==> src/rtl/piso_shift_tx.sv <==
// Parallel-in serial-out transmitter: valid/ready word load, one bit per shift_en tick,
// registered Sout/sout_valid and a one-cycle done pulse; back-to-back words stream gap-free.
module piso_shift_tx #(
  parameter int WIDTH     = 8,
  parameter int MSB_FIRST = 1
) (
  input  logic             Clk,
  input  logic             rst,
  input  logic [WIDTH-1:0] Din,
  input  logic             load_valid,
  output logic             load_ready,
  input  logic             shift_en,
  output logic             Sout,
  output logic             sout_valid,
  output logic             busy,
  output logic             done
);

  localparam int CW = $clog2(WIDTH);
  localparam logic [CW-1:0] CNT_LAST = CW'(WIDTH - 1);

  typedef enum logic {
    IDLE  = 1'b0,
    SHIFT = 1'b1
  } state_t;

  state_t           state_q, state_d;
  logic [WIDTH-1:0] sreg_q, sreg_d;
  logic [CW-1:0]    cnt_q, cnt_d;
  logic             sout_q, sout_d;
  logic             valid_q, valid_d;
  logic             done_q, done_d;
  logic             last;
  logic             accept;

  // load_ready depends combinationally on shift_en so a new word can be taken
  // on the final-bit cycle without an idle gap.
  always_comb begin
    last       = (state_q == SHIFT) && (cnt_q == CNT_LAST) && shift_en;
    load_ready = !rst && ((state_q == IDLE) || last);
    accept     = load_valid && load_ready;

    state_d = state_q;
    sreg_d  = sreg_q;
    cnt_d   = cnt_q;
    sout_d  = sout_q;
    valid_d = valid_q;
    done_d  = 1'b0;

    if (accept) begin
      sreg_d  = Din;
      cnt_d   = '0;
      state_d = SHIFT;
      sout_d  = (MSB_FIRST != 0) ? Din[WIDTH-1] : Din[0];
      valid_d = 1'b1;
      done_d  = last;
    end else if (last) begin
      state_d = IDLE;
      valid_d = 1'b0;
      sout_d  = 1'b0;
      done_d  = 1'b1;
    end else if ((state_q == SHIFT) && shift_en) begin
      cnt_d = cnt_q + CW'(1);
      if (MSB_FIRST != 0) begin
        sreg_d = {sreg_q[WIDTH-2:0], 1'b0};
        sout_d = sreg_q[WIDTH-2];
      end else begin
        sreg_d = {1'b0, sreg_q[WIDTH-1:1]};
        sout_d = sreg_q[1];
      end
    end
  end

  always_ff @(posedge Clk) begin
    if (rst) begin
      state_q <= IDLE;
      sreg_q  <= '0;
      cnt_q   <= '0;
      sout_q  <= 1'b0;
      valid_q <= 1'b0;
      done_q  <= 1'b0;
    end else begin
      state_q <= state_d;
      sreg_q  <= sreg_d;
      cnt_q   <= cnt_d;
      sout_q  <= sout_d;
      valid_q <= valid_d;
      done_q  <= done_d;
    end
  end

  assign Sout       = sout_q;
  assign sout_valid = valid_q;
  assign busy       = (state_q == SHIFT);
  assign done       = done_q;

endmodule

==> config.mk <==
export PLATFORM = sky130hd
export DESIGN_NAME = piso_shift_tx
export DESIGN_NICKNAME = d
export VERILOG_FILES = /design/src/rtl/piso_shift_tx.sv
export SDC_FILE = /design/constraint.sdc
export NUM_CORES = 1
export LEC_CHECK = 0
export CAP_MARGIN = 20
export CORE_MARGIN = 8
export CORE_UTILIZATION = 40
export DETAILED_ROUTE_END_ITERATION = 16
export HOLD_SLACK_MARGIN = 0.12
export MAX_ROUTING_LAYER = met4
export PLACE_DENSITY = 0.81
export SLEW_MARGIN = 20
export SYNTH_ARGS = -nofsm -noshare
export SYNTH_HDL_FRONTEND = slang
export SYNTH_SLANG_ARGS = --single-unit
export TNS_END_PERCENT = 5
==> constraint.sdc <==
create_clock -name Clk -period 1.4 [get_ports Clk]
set_input_delay 0.14 -clock Clk [delete_from_list [all_inputs] [get_ports Clk]]
set_output_delay 0.14 -clock Clk [all_outputs]
set_load 0.005 [all_outputs]
**Run 1: power grid**

Pins as bars on the die edge. Tap cells in grey.
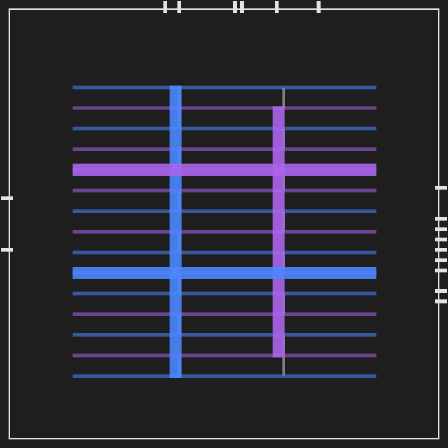
Blue marks VSS. Purple marks VDD.
2 straps on met4. 16 tap cells. The core has 14 rows. 2 straps on met5. 15 met1 rails follow the rows.
die extent in x: 56.4 µm
die outline height: 56.4 µm

**Run 1: clock wires, drivers and flops**

Scale bar: 20 µm.
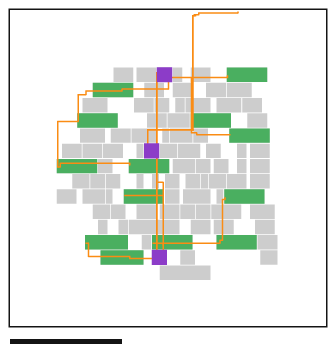
Purple marks clock-net drivers, count 3. Orange marks clock wires, length 212 µm. Green marks flip-flops, count 13.
There are 4 routed clock nets.
part of the total power dissipated in the clock network: 0.290
Skew-Pair Late Insertion Delay: 0.28 ns
power consumed by the clock network: 0.000238 W
final setup skew: 0.00440 ns

==> run notes, run 1 <==
Summary of implementation figures.

Synthesis
Counting every net in the synthesized netlist gives 76. Synthesis inferred 13 register bits. The share of the yosys chip area belonging to registers is 0.398.

The total cell area reported by yosys after synthesis is 654 µm². The number of warnings reported in the yosys synthesis log is 0. The post-synthesis cell type with the largest combined area is dfxtp_1. The share of synthesized area in the top cell type comes to 0.398. The number of unique standard cell types used by synthesis is 21. The synthesized instance count is 62. After synthesis, the cell types taking the most area are dfxtp_1, mux2i_1, a211oi_2, nor3_1, ha_1. The total standard cell area after synthesis is 654 µm². Per the Yosys statistics, synthesis produced 62 cells. A synthesized cell averages 10.6 µm².

Worst setup path
Per STA, the worst path is made up of ha_4 -> ha_4 -> a21boi_2 -> buf_4 -> buf_6 -> or3b_4 -> a21oi_2. The capture point of the worst path is sreg_q[0]. The timing startpoint of the critical path is cnt_q[1]. The slack of the worst reg-to-reg path is -0.08 ns. The most numerous cell type found on the critical path is ha_4. The kind of end point of the critical path is a flop. The required time at the worst-slack endpoint is 1.62 ns. The cell family with the largest share of critical-path delay is flip-flops. The startpoint type of the worst setup path is a flop. For the worst setup path, the data arrival time is 1.71 ns. The maximum fanout along the worst path is 6.

The critical register-to-register path startpoint is cnt_q[1]. The slowest cell on the critical path is dfxtp_2. The largest incremental delay on the critical path is 0.36 ns. The critical path is of the flop to flop type. The capture instance of the worst register-to-register path is sreg_q[0]. Counting cells, the worst reg-to-reg path comes to 7.

The count of cell instances traversed by the critical path is 7. The buffering stage count on the worst path with inverters included is 2.

Place
The final estimated routing congestion in global placement is 0.800. The detailed placer's ending HPWL is 1170 µm. The count of buffers from port buffering is 16. Including well taps, the total number of placed cells is 99.

Layout
The net count of the finished layout is 106. The synthesis-to-layout area growth is 52.2%. Per the final layout report, the fraction of cells sized above drive strength 1 comes to 0.429. The number of diodes is 0. In the layout the commonest cells are clkdlybuf4s50_1, buf_4, dfxtp_1, mux2i_1. Once layout is complete, the utilization of the core stands at 0.654.

STA
The final period utilization is 1.06. The normalized max-slew margin is 0.845. The final-report max-slew violation count is 0. Setup repair after global routing could not meet its margin everywhere. The final worst-path setup slack is -0.0823 ns. The worst hold slack after final layout is 0.503 ns. The final tally of setup violations is 9. The final hold violation count is 0. For the finished layout, the period the worst path requires is 1.48 ns. The flow reports an fmax of 675 MHz. The transition time recorded at the tightest slew-check pin is 0.231 ns.

Route
For this block, the routed nets add up to 1630 µm of wire. The script parses the final routing iteration and logs DRC violations as 0. Dividing the detail-routed via count by the number of cells gives 5.46.

The number of DRC markers in iteration 0 is 7. The detail route stage leaves a number of antenna-violating nets equal to 0. Before antenna repair, the detailed router went through 4 iterations. The final route contains 584 vias. The final routed wire length divided by cell count is 15.2 µm.

Die
The floorplan step defined a core boundary enclosing 1520 µm². The chip area is 3190 µm². The floorplan has 14 rows.

The core utilization before placement is 0.429. The count of boundary I/O pins is 17.

Global routing
The via count of the first global-routing pass came to 605. The first global-routing pass estimated 2590 µm of wire. The initial antenna violation count is 0.

The overall fraction of global-route tracks in use is 0.102. The remaining global-route overflow is 0. The largest net degree at the start of global routing is 10.

Pwr
The power density over the cells is 825 nW/µm². For this design the static power due to leakage is 0.429 nW. The overall power after layout is 0.000821 W. The worst-case IR drop observed on VDD is 380 µV.

Clock network
The clock tree from TritonCTS is yes. The registers of the reported paths see a clock transition of 0.08 ns. The number of buffers on the longest clock path is 2. In this run, CTS created clock tree buffers numbering 3.

The CTS H-tree depth is 1. In this run the clock root is driven by a clkbuf_4. The number of clock sinks seen by CTS is 13.

Hold repair after CTS inserted 0 buffers.

Outcome
The final reports fail on negative setup slack. The flow ran to the end, but the final reports show violations.

Job
The logs give a warning total of 28. The max-capacitance violation count is 0.

Worst hold path
The worst min-delay path class is flop to flop.
**Run 1: gate-type map**

Scale bar: 20 µm.
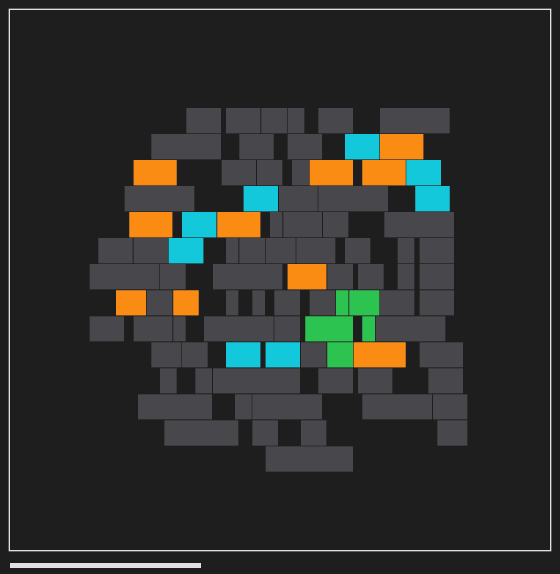
Orange marks aoi and oai cells, cells 10, where centre. Cyan marks mux cells, cells 8. Green marks nand cells, cells 5, where centre.
filler-free cell count of the finished design: 107
multi-input gate share of the layout cell area: 0.408
leading cell type in the layout, fill and taps excluded: clkdlybuf4s50_1

## run 1: what timing repair did
action | 4_1_cts | 5_1_grt
pin swaps | 4 | 8
hold endpoints to repair | 0 | 0
buffers inserted | 3 | 1
endpoints found under the setup margin | 13 | 13
resized | 13 | 8
## run 1: cells by family (layout without fill, tap and decap cells)
kind of cell | Yosys count | in the layout | synth area share
compound gates | 10 | 10 | 0.174
xor+xnor | 1 | 1 | 0.0134
fa+ha+maj | 2 | 2 | 0.0382
buf+inv | 6 | 35 | 0.0631
flops | 13 | 13 | 0.398
mux | 8 | 8 | 0.122
simple gates | 22 | 22 | 0.191
## run 1: how the worst min path moves through the flow
stage / depth (start not counted) / end / slack [ns] / from
6_report: 2 / Sout / 0.50 / Sout
5_1_grt: 2 / Sout / 0.53 / Sout
4_1_cts: 3 / sreg_q[0] / 0.49 / Din[0]
3_5_place_dp: 2 / sreg_q[0] / 0.49 / sreg_q[0]
3_3_place_gp: 2 / sreg_q[0] / 0.49 / sreg_q[0]
2_1_floorplan: 1 / Sout / 0.21 / rst
## run 1: stage by stage
step	cell area, µm²	worst slack [ns]	setup TNS, ns
finish	996	-0.0823	-0.372
global placement	878	-0.130	-0.793
floorplan	661	0.0239	0
global route	996	-0.134	-1.04
detailed placement	878	-0.137	-0.963
CTS	957	-0.0887	-0.459
## run 1: power by group
group / total (W) / internal, W / leakage [nW] / switching, W
clock: 0.000238 / 0.000111 / 0.0150 / 0.000127
sequential: 0.000401 / 0.000390 / 0.107 / 0.0000111
combinational: 0.000183 / 0.000107 / 0.307 / 0.0000753
total: 0.000821 / 0.000608 / 0.429 / 0.000214
## run 1: metal layers
metal	vias to the layer above	wire (µm)	track usage
met5	-	0	-
met2	18	766	0.171
li1	286	-	-
met4	0	53	0.0825
met1	275	737	0.0978
met3	5	73	0.0247
## run 1: cell type report
type                            instances  area, µm²
Timing Repair Buffer                   31        280
Fill cell                             124        528
Tap cell                               16       20.0
Multi-Input combinational cell         43        407
Sequential cell                        13        263
Clock buffer                            4       26.3
## run 1: state kept, by name, summed over array words and instances, names as in the netlist
name        flops
sout_valid      1
sreg_q          7
done            1
cnt_q           3
Sout            1
## run 1: synth_stat cells (all sizes together)
cell	number
nand2b	1
o211ai	1
nand3b	1
nand2	2
or2	1
ha	2
nand4b	1
nor2	4
a211oi	6
dfxtp	13
a21oi	1
a311oi	1
nor3	10
nor3b	1
xor2	1
mux2i	8
or3b	1
a21boi	1
buf	6
## run 1: worst min-delay path, cell delays in order (launching register included)
cell and delay, ns:
dfxtp_1 0.32, nand2_1 0.06, a311oi_2 0.08
--- run 2 (diff from run 1) ---
Settings changed: CTS_BUF_LIST set to sky130_fd_sc_hd__clkbuf_2.
**Run 2: clock wires, drivers and flops**

Scale bar: 20 µm.
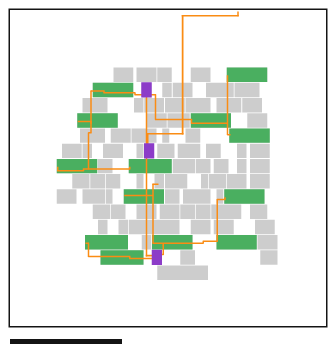
Purple marks clock-net drivers, count 3. Green marks flip-flops, count 13. Orange marks clock wires, length 202 µm.
There are 4 routed clock nets.
power consumed by the clock network: 0.000203 W
final setup skew: 0.0130 ns

**Run 2: placement by cell class**

Scale bar: 20 µm.
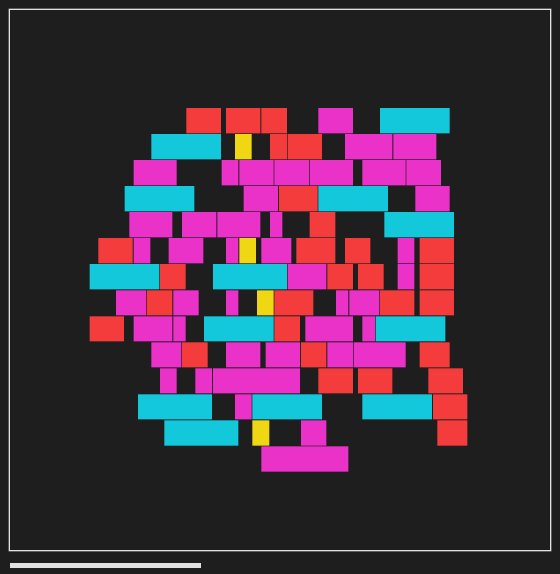
Red marks remaining buffers and delay cells, cells 29, share of their area 27%. Magenta marks remaining logic cells, cells 43, share of their area 43%. Yellow marks clock drivers and dummy loads, cells 4, share of their area 2.1%. Cyan marks registers, cells 13, share of their area 28%.
core area: 1520 µm²
number of rows in the core area: 14
flip-flop and latch share of the layout cell area: 0.272

==> run 2 against run 1 <==
The run still ends with negative setup slack left; first-iteration DRC count did not move; sequential share of layout area rose by 0.81 points; synthesized cell count is the same; global-route usage up 0.60 points; sequential power is essentially flat; largest cell class unchanged.
==> run notes, run 2 <==
Summary of implementation figures.

Clock network
The number of clock sinks seen by CTS came to 13 (unchanged). The CTS clock-pin slew for the worst setup and hold paths is 0.14 ns (was 0.08 ns). The clock tree from TritonCTS was yes (unchanged). The clock network latency to the later pin of the worst-skew pair came to 0.28 ns (about the same). The root buffer cell is clkbuf_2 (was clkbuf_4).

Outcome
Result of the run: finished, violations left (unchanged). Violations in the final reports: negative setup slack (unchanged).

Job
The number of logged tool warnings is 28 (unchanged). The max-capacitance violation count came to 0 (unchanged).

Place
The count of buffers from port buffering is 16 (unchanged). The final estimated routing congestion in global placement is 0.800 (unchanged). The number of placed instances, taps included was 99 (unchanged). The area after detailed placement is 878 µm² (unchanged).

Pwr
The power density over the cells was 807 nW/µm² (was 825 nW/µm²). The standby leakage power is 0.404 nW (was 0.429 nW).

Die
The vertical die size is 56.4 µm (unchanged). The chip area is 3190 µm² (unchanged). The count of boundary I/O pins is 17 (unchanged). The core utilization before placement is 0.429 (unchanged).

Synthesis
The number of nets at floorplan is 76 (unchanged). Most instantiated cells after synthesis: dfxtp_1, nor3_1, mux2i_1, a211oi_2, nor2_1 (unchanged). The total cell area reported by yosys after synthesis is 654 µm² (unchanged). The top flip-flop cell by instance count after synthesis is dfxtp_1 (unchanged). The average cell area after synthesis came to 10.6 µm² (unchanged).

Leading post-synthesis cells by cell area: dfxtp_1, mux2i_1, a211oi_2, nor3_1, ha_1 (unchanged). The number of warnings reported in the yosys synthesis log is 0 (unchanged). The flip-flop and latch count after synthesis came to 13 (unchanged). The synthesized instance count was 62 (unchanged).

The yosys stat cell total is 62 (unchanged). The number of enable-type register cells in the synthesized netlist is 0 (unchanged). The total standard cell area after synthesis is 654 µm² (unchanged).

The share of the yosys chip area belonging to registers is 0.398 (unchanged).

STA
The final worst-path setup slack was -0.0803 ns (was -0.0823 ns). The pin slew with the least headroom to its limit is 0.231 ns (about the same). The worst hold slack after final layout is 0.507 ns (was 0.503 ns). The normalized max-slew margin came to 0.845 (about the same). The post-route minimum period is 1.48 ns (about the same). The total negative slack for setup checks was -0.223 ns (was -0.372 ns).

The final tally of setup violations was 8 (was 9). The final period utilization is 1.06 (about the same). The final hold violation count is 0 (unchanged).

Global routing
The initial antenna violation count is 0 (unchanged). The first-pass GRT wire length is 2710 µm (was 2590 µm). The largest net degree at the start of global routing is 10 (unchanged). The via count of the first global-routing pass was 625 (was 605). The overall fraction of global-route tracks in use is 0.108 (was 0.102).

Worst setup path
The arrival time of the worst setup path was 1.71 ns (about the same). The largest incremental delay on the critical path came to 0.37 ns (was 0.36 ns). The maximum fanout along the worst path is 6 (unchanged). The critical setup path kind is flop to flop (unchanged).

The startpoint type of the worst setup path was a flop (unchanged). The required time at the worst-slack endpoint is 1.63 ns (was 1.62 ns). The library cell appearing most often on the critical path is ha_4 (unchanged).

Layout
Registers with the highest flip-flop counts: sreg_q x7, cnt_q x3 (unchanged). Highest-count cells in the layout ignoring fill and taps: clkdlybuf4s50_1, dfxtp_1, buf_4, nor3_1, mux2i_1 (was clkdlybuf4s50_1, buf_4, dfxtp_1, mux2i_1). The total of fill cells in the finished design came to 125 (was 124). The net count reported at finish is 104 (was 106). The final cell area excluding filler cells is 971 µm² (was 996 µm²).

The tally of non-filler cells in the final layout is 105 (was 107). The share of layout cells above drive strength 1 is 0.438 (was 0.429). The number of diodes is 0 (unchanged). The synthesis-to-layout area growth is 48.4% (was 52.2%).

Route
The number of vias after detailed routing is 568 (was 584). The DRC violations left is 0 (unchanged). The routed wire length came to 1580 µm (was 1630 µm). The post-detailed-route count of antenna-violating nets is 0 (unchanged).

The count of TritonRoute iterations in the first routing pass is 2 (was 4).
==> run 2: power by group <==
group / internal, W / leakage [nW] / switching [W]
clock network: 0.0000758 / 0.0166 / 0.000127
logic: 0.000105 / 0.280 / 0.0000740
registers: 0.000390 / 0.107 / 0.0000116
==> run 2: routing by layer <==
layer,vias up,global-route usage,part of all wire
met5,-,-,0
met4,0,0.0997,0.048
met3,7,0.0292,0.056
met2,20,0.174,0.47
met1,260,0.103,0.43
li1,281,-,-
==> run 2: worst paths after layout <==
| kind | start | end | slack [ns] | cells past startpoint |
|---|---|---|---|---|
| worst max-delay path | cnt_q[1] | sreg_q[0] | -0.08 | 7 |
| worst min-delay path | Sout | Sout | 0.51 | 2 |
| worst max register to register | cnt_q[1] | sreg_q[0] | -0.08 | 7 |
| worst min register to register | Sout | Sout | 0.51 | 2 |
==> run 2: repair_timing <==
| action | in CTS | in global routing |
|---|---|---|
| setup buffers | 3 | 0 |
| pin swaps | 7 | 12 |
| gates cloned | 0 | 0 |
| endpoints found under the setup margin | 14 | 12 |
| resized | 19 | 4 |
==> run 2: critical path, delay by kind of cell (launching register included) <==
kind	cells	cell delay [ns]
adders and majority gates	2	0.27
and+or+nand+nor	1	0.36
buffers and inverters	2	0.27
AOI/OAI and AO/OA	2	0.17
DFF	1	0.37
==> run 2: cell families (layout without fill, tap and decap cells) <==
logic type	after synthesis	in the layout	share of synthesized area
buffers and inverters	6	33	0.0631
adders and majority gates	2	2	0.0382
DFF	13	13	0.398
muxes	8	8	0.122
AOI/OAI and AO/OA	10	10	0.174
and+or+nand+nor	22	22	0.191
xor gates and xnor gates	1	1	0.0134
==> run 2: stage by stage <==
step,power [W],util
after global routing,0.000834,0.637
after floorplan,0.000492,-
after CTS,0.000795,0.635
final,0.000783,0.637
after global placement,0.000568,0.576
after detailed placement,0.000572,0.576
==> run 2: area by class of cell <==
class / instances / area [µm²] / share of cell area
tap: 16 / 20.0 / 0.0206
clock buffer: 4 / 20.0 / 0.0206
sequential: 13 / 264 / 0.272
multi-input combinational: 43 / 405 / 0.418
timing repair buffer: 29 / 262 / 0.269
--- run 3 (diff from run 2) ---
Settings changed: CTS_CLUSTER_DIAMETER set to 50.
**Run 3: clock wires, drivers and flops**

Scale bar: 20 µm.
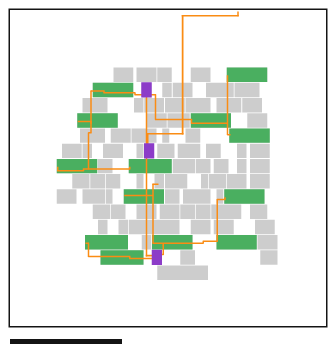
Green marks flip-flops, count 13. Orange marks clock wires, length 202 µm. Purple marks clock-net drivers, count 3.
There are 4 routed clock nets.
part of the total power dissipated in the clock network: 0.259

**Run 3: power grid**

Pins as bars on the die edge. Tap cells in grey.
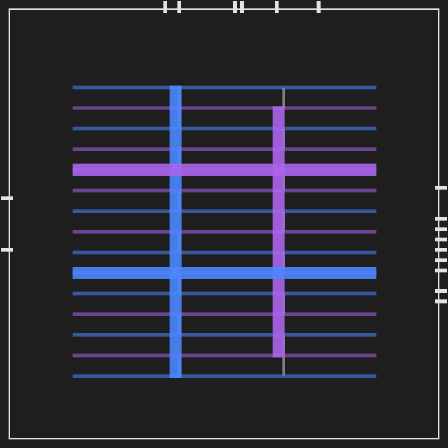
Purple marks VDD. Blue marks VSS.
15 met1 rails follow the rows. 17 signal pins sit on the boundary. 2 straps on met4. 16 tap cells. 2 straps on met5.
maximum ir drop on the vdd rail: 397 µV

==> run 3 against run 2 <==
Combinational power is essentially flat; clock skew is the same; the run still ends with negative setup slack left; synthesized cell count is the same; critical endpoint unchanged; count of clock-buffer cells in the layout is the same; largest power group unchanged; global-route usage is the same; highest routed layer unchanged.
==> run notes, run 3 <==
Summary of implementation figures.

Outcome
Result of the run: finished, violations left (unchanged). Violations in the final reports: negative setup slack (unchanged).

Layout
The register ranked first by flip-flop count is sreg_q (unchanged). The flip-flop count of the largest register, all copies and words added came to 7 (unchanged). Highest-count cells in the layout ignoring fill and taps: clkdlybuf4s50_1, dfxtp_1, buf_4, nor3_1, mux2i_1 (unchanged). The total of fill cells in the finished design is 125 (unchanged). The area occupied by multi-input gates was 405 µm² (unchanged). The register cell area after layout is 264 µm² (unchanged).

The final cell area excluding filler cells came to 971 µm² (unchanged). The number of diodes is 0 (unchanged). The synthesis-to-layout area growth is 48.4% (unchanged). Registers with the highest flip-flop counts: sreg_q x7, cnt_q x3 (unchanged). The dominant logic cell type in the layout is clkdlybuf4s50_1 (unchanged).

The share of layout cells above drive strength 1 is 0.438 (unchanged). The net count reported at finish is 104 (unchanged). The fraction of the core area covered by cells at the end of the flow is 0.637 (unchanged).

Clock network
The clock tree from TritonCTS is yes (unchanged). The total of hold buffers inserted after clock tree synthesis is 0 (unchanged). The total CTS buffers is 3 (unchanged). The number of clock sinks seen by CTS is 13 (unchanged). The number of buffers on the longest clock path was 2 (unchanged). The CTS H-tree depth was 1 (unchanged). The root buffer cell was clkbuf_2 (unchanged).

The CTS clock-pin slew for the worst setup and hold paths is 0.14 ns (about the same). The clock network latency to the later pin of the worst-skew pair is 0.28 ns (about the same).

Global routing
The via count of the first global-routing pass came to 625 (unchanged). The remaining global-route overflow came to 0 (unchanged). The largest net degree at the start of global routing was 10 (unchanged).

The initial antenna violation count is 0 (unchanged). The overall fraction of global-route tracks in use is 0.108 (unchanged). The first-pass GRT wire length is 2710 µm (unchanged).

STA
The normalized max-slew margin is 0.845 (unchanged). The worst hold slack after final layout is 0.507 ns (unchanged). The worst-case clock skew is 0.0130 ns (unchanged). The fmax came to 676 MHz (unchanged). The post-route minimum period came to 1.48 ns (unchanged).

The final period utilization came to 1.06 (unchanged). RSZ-0062 raised after global routing: true (unchanged). The pin slew with the least headroom to its limit is 0.231 ns (unchanged). The final tally of setup violations is 8 (unchanged).

The final hold violation count came to 0 (unchanged). The final-report max-slew violation count is 0 (unchanged). The final worst-path setup slack is -0.0803 ns (unchanged).

Job
The number of logged tool warnings was 28 (unchanged). The max-capacitance violation count is 0 (unchanged).

Pwr
The switching power as a share of total power is 0.271 (unchanged). The switching power of the nets is 0.000212 W (unchanged). The power density over the cells is 807 nW/µm² (unchanged). The part of the power in combinational logic is 0.228 (about the same). The internal portion of total power came to 0.000571 W (unchanged). The overall power after layout came to 0.000783 W (unchanged). The standby leakage power was 0.404 nW (unchanged). The portion of total power attributed to sequential cells is 0.513 (about the same).

Worst setup path
The critical setup path kind is flop to flop (unchanged). The maximum fanout along the worst path is 6 (unchanged). Critical Path, Cell by Cell: ha_4 -> ha_4 -> a21boi_2 -> buf_4 -> buf_6 -> or3b_4 -> a21oi_2 (unchanged). The startpoint type of the worst setup path is a flop (unchanged).

The cell family with the largest share of critical-path delay is flip-flops (unchanged). The library cell appearing most often on the critical path is ha_4 (unchanged). The slowest cell on the critical path is dfxtp_2 (unchanged). The buffering stage count on the worst path with inverters included is 2 (unchanged). The arrival time of the worst setup path came to 1.71 ns (about the same). The kind of end point of the critical path was a flop (unchanged). The largest incremental delay on the critical path is 0.37 ns (about the same). The required time at the worst-slack endpoint is 1.63 ns (about the same).

Die
The horizontal die dimension is 56.4 µm (unchanged). The vertical die size was 56.4 µm (unchanged). The placeable core region came to 1520 µm² (unchanged). The row count is 14 (unchanged). The chip area is 3190 µm² (unchanged).

The count of boundary I/O pins came to 17 (unchanged). The core utilization before placement was 0.429 (unchanged).

Synthesis
The yosys stat cell total is 62 (unchanged). The top flip-flop cell by instance count after synthesis is dfxtp_1 (unchanged). The average cell area after synthesis is 10.6 µm² (unchanged). The number of unique standard cell types used by synthesis is 21 (unchanged). The flip-flop and latch count after synthesis is 13 (unchanged).

The post-synthesis cell type with the largest combined area was dfxtp_1 (unchanged). The share of the yosys chip area belonging to registers is 0.398 (unchanged). The number of warnings reported in the yosys synthesis log is 0 (unchanged). The total cell area reported by yosys after synthesis is 654 µm² (unchanged). The share of async-settable or async-resettable flops after synthesis came to 0 (unchanged).

Leading post-synthesis cells by cell area: dfxtp_1, mux2i_1, a211oi_2, nor3_1, ha_1 (unchanged). The number of enable-type register cells in the synthesized netlist was 0 (unchanged). The synthesized instance count is 62 (unchanged). Most instantiated cells after synthesis: dfxtp_1, nor3_1, mux2i_1, a211oi_2, nor2_1 (unchanged).

The number of nets at floorplan came to 76 (unchanged). The total standard cell area after synthesis is 654 µm² (unchanged). The dominant cell by count in the synthesized netlist was dfxtp_1 (unchanged). The area share of the largest cell type after synthesis is 0.398 (unchanged).

Worst hold path
The worst min-delay path class is flop to flop (unchanged).

Place
The post-place setup slack was -0.137 ns (unchanged). The area after detailed placement is 878 µm² (unchanged). The count of buffers from port buffering is 16 (unchanged).

The detailed placer's ending HPWL is 1170 µm (unchanged). The final estimated routing congestion in global placement is 0.800 (unchanged).

Route
The number of DRC markers in iteration 0 was 7 (unchanged). The final routed wire length divided by cell count came to 15.1 µm (unchanged). The post-detailed-route count of antenna-violating nets is 0 (unchanged). The DRC violations left is 0 (unchanged).

The count of TritonRoute iterations in the first routing pass is 2 (unchanged). The number of vias per cell after detailed routing is 5.41 (unchanged). The number of vias after detailed routing is 568 (unchanged).

The routed wire length is 1580 µm (unchanged).
run 3: cell counts in the layout (fill, tap and decap cells not counted):
No cell type changed its count.
run 3: worst reg2reg max path, delay by kind of cell (launching register included):
kind,cells,cell delay (ns)
flops,1,0.37
fa+ha+maj,2,0.27
simple gates,1,0.36
buf+inv,2,0.27
compound gates,2,0.17
run 3: logic make-up (layout without fill, tap and decap cells):
family	Yosys count	count (layout)	share of synthesized area
AND-OR/OR-AND	10	10	0.174
flip-flops	13	13	0.398
multiplexers	8	8	0.122
XOR/XNOR	1	1	0.0134
AND/OR/NAND/NOR	22	22	0.191
adder cells (fa/ha/maj)	2	2	0.0382
buffers and inverters	6	33	0.0631
run 3: what timing repair did:
action,CTS,global route
cloned,0,0
resized,19,4
pin swaps,7,12
setup endpoints to repair,14,12
buffers inserted,3,0
run 3: cell type report:
cell class	instances	share of cell area
Clock buffer	4	0.0206
Multi-Input combinational cell	43	0.418
Sequential cell	13	0.272
Tap cell	16	0.0206
Timing Repair Buffer	29	0.269
run 3: final timing paths:
path,start,cells after the start,to,slack [ns]
setup reg to reg,cnt_q[1],7,sreg_q[0],-0.08
setup / recovery,cnt_q[1],7,sreg_q[0],-0.08
hold / removal,Sout,2,Sout,0.51
hold reg to reg,Sout,2,Sout,0.51
run 3: power groups by stage:
stage | registers, W | clock network, W | logic (W)
2_1_floorplan | 0.000407 | 0 | 0.0000843
3_3_place_gp | 0.000407 | 0 | 0.000161
3_5_place_dp | 0.000408 | 0 | 0.000164
4_1_cts | 0.000402 | 0.000215 | 0.000178
5_1_grt | 0.000405 | 0.000236 | 0.000194
6_report | 0.000402 | 0.000203 | 0.000179
run 3: per-layer routing:
layer | share of wire | global-route usage | up-vias
met5 | 0 | - | -
met4 | 0.048 | 0.0997 | 0
met3 | 0.056 | 0.0292 | 7
met2 | 0.47 | 0.174 | 20
met1 | 0.43 | 0.103 | 260
li1 | - | - | 281
run 3: stage by stage:
step / TNS [ns] / cells
6_report: -0.223 / 105
5_1_grt: -1.23 / 105
4_1_cts: -0.426 / 106
3_5_place_dp: -0.963 / 99
3_3_place_gp: -0.793 / 99
2_1_floorplan: 0 / 62
Power is estimated from default activity; no workload was simulated.
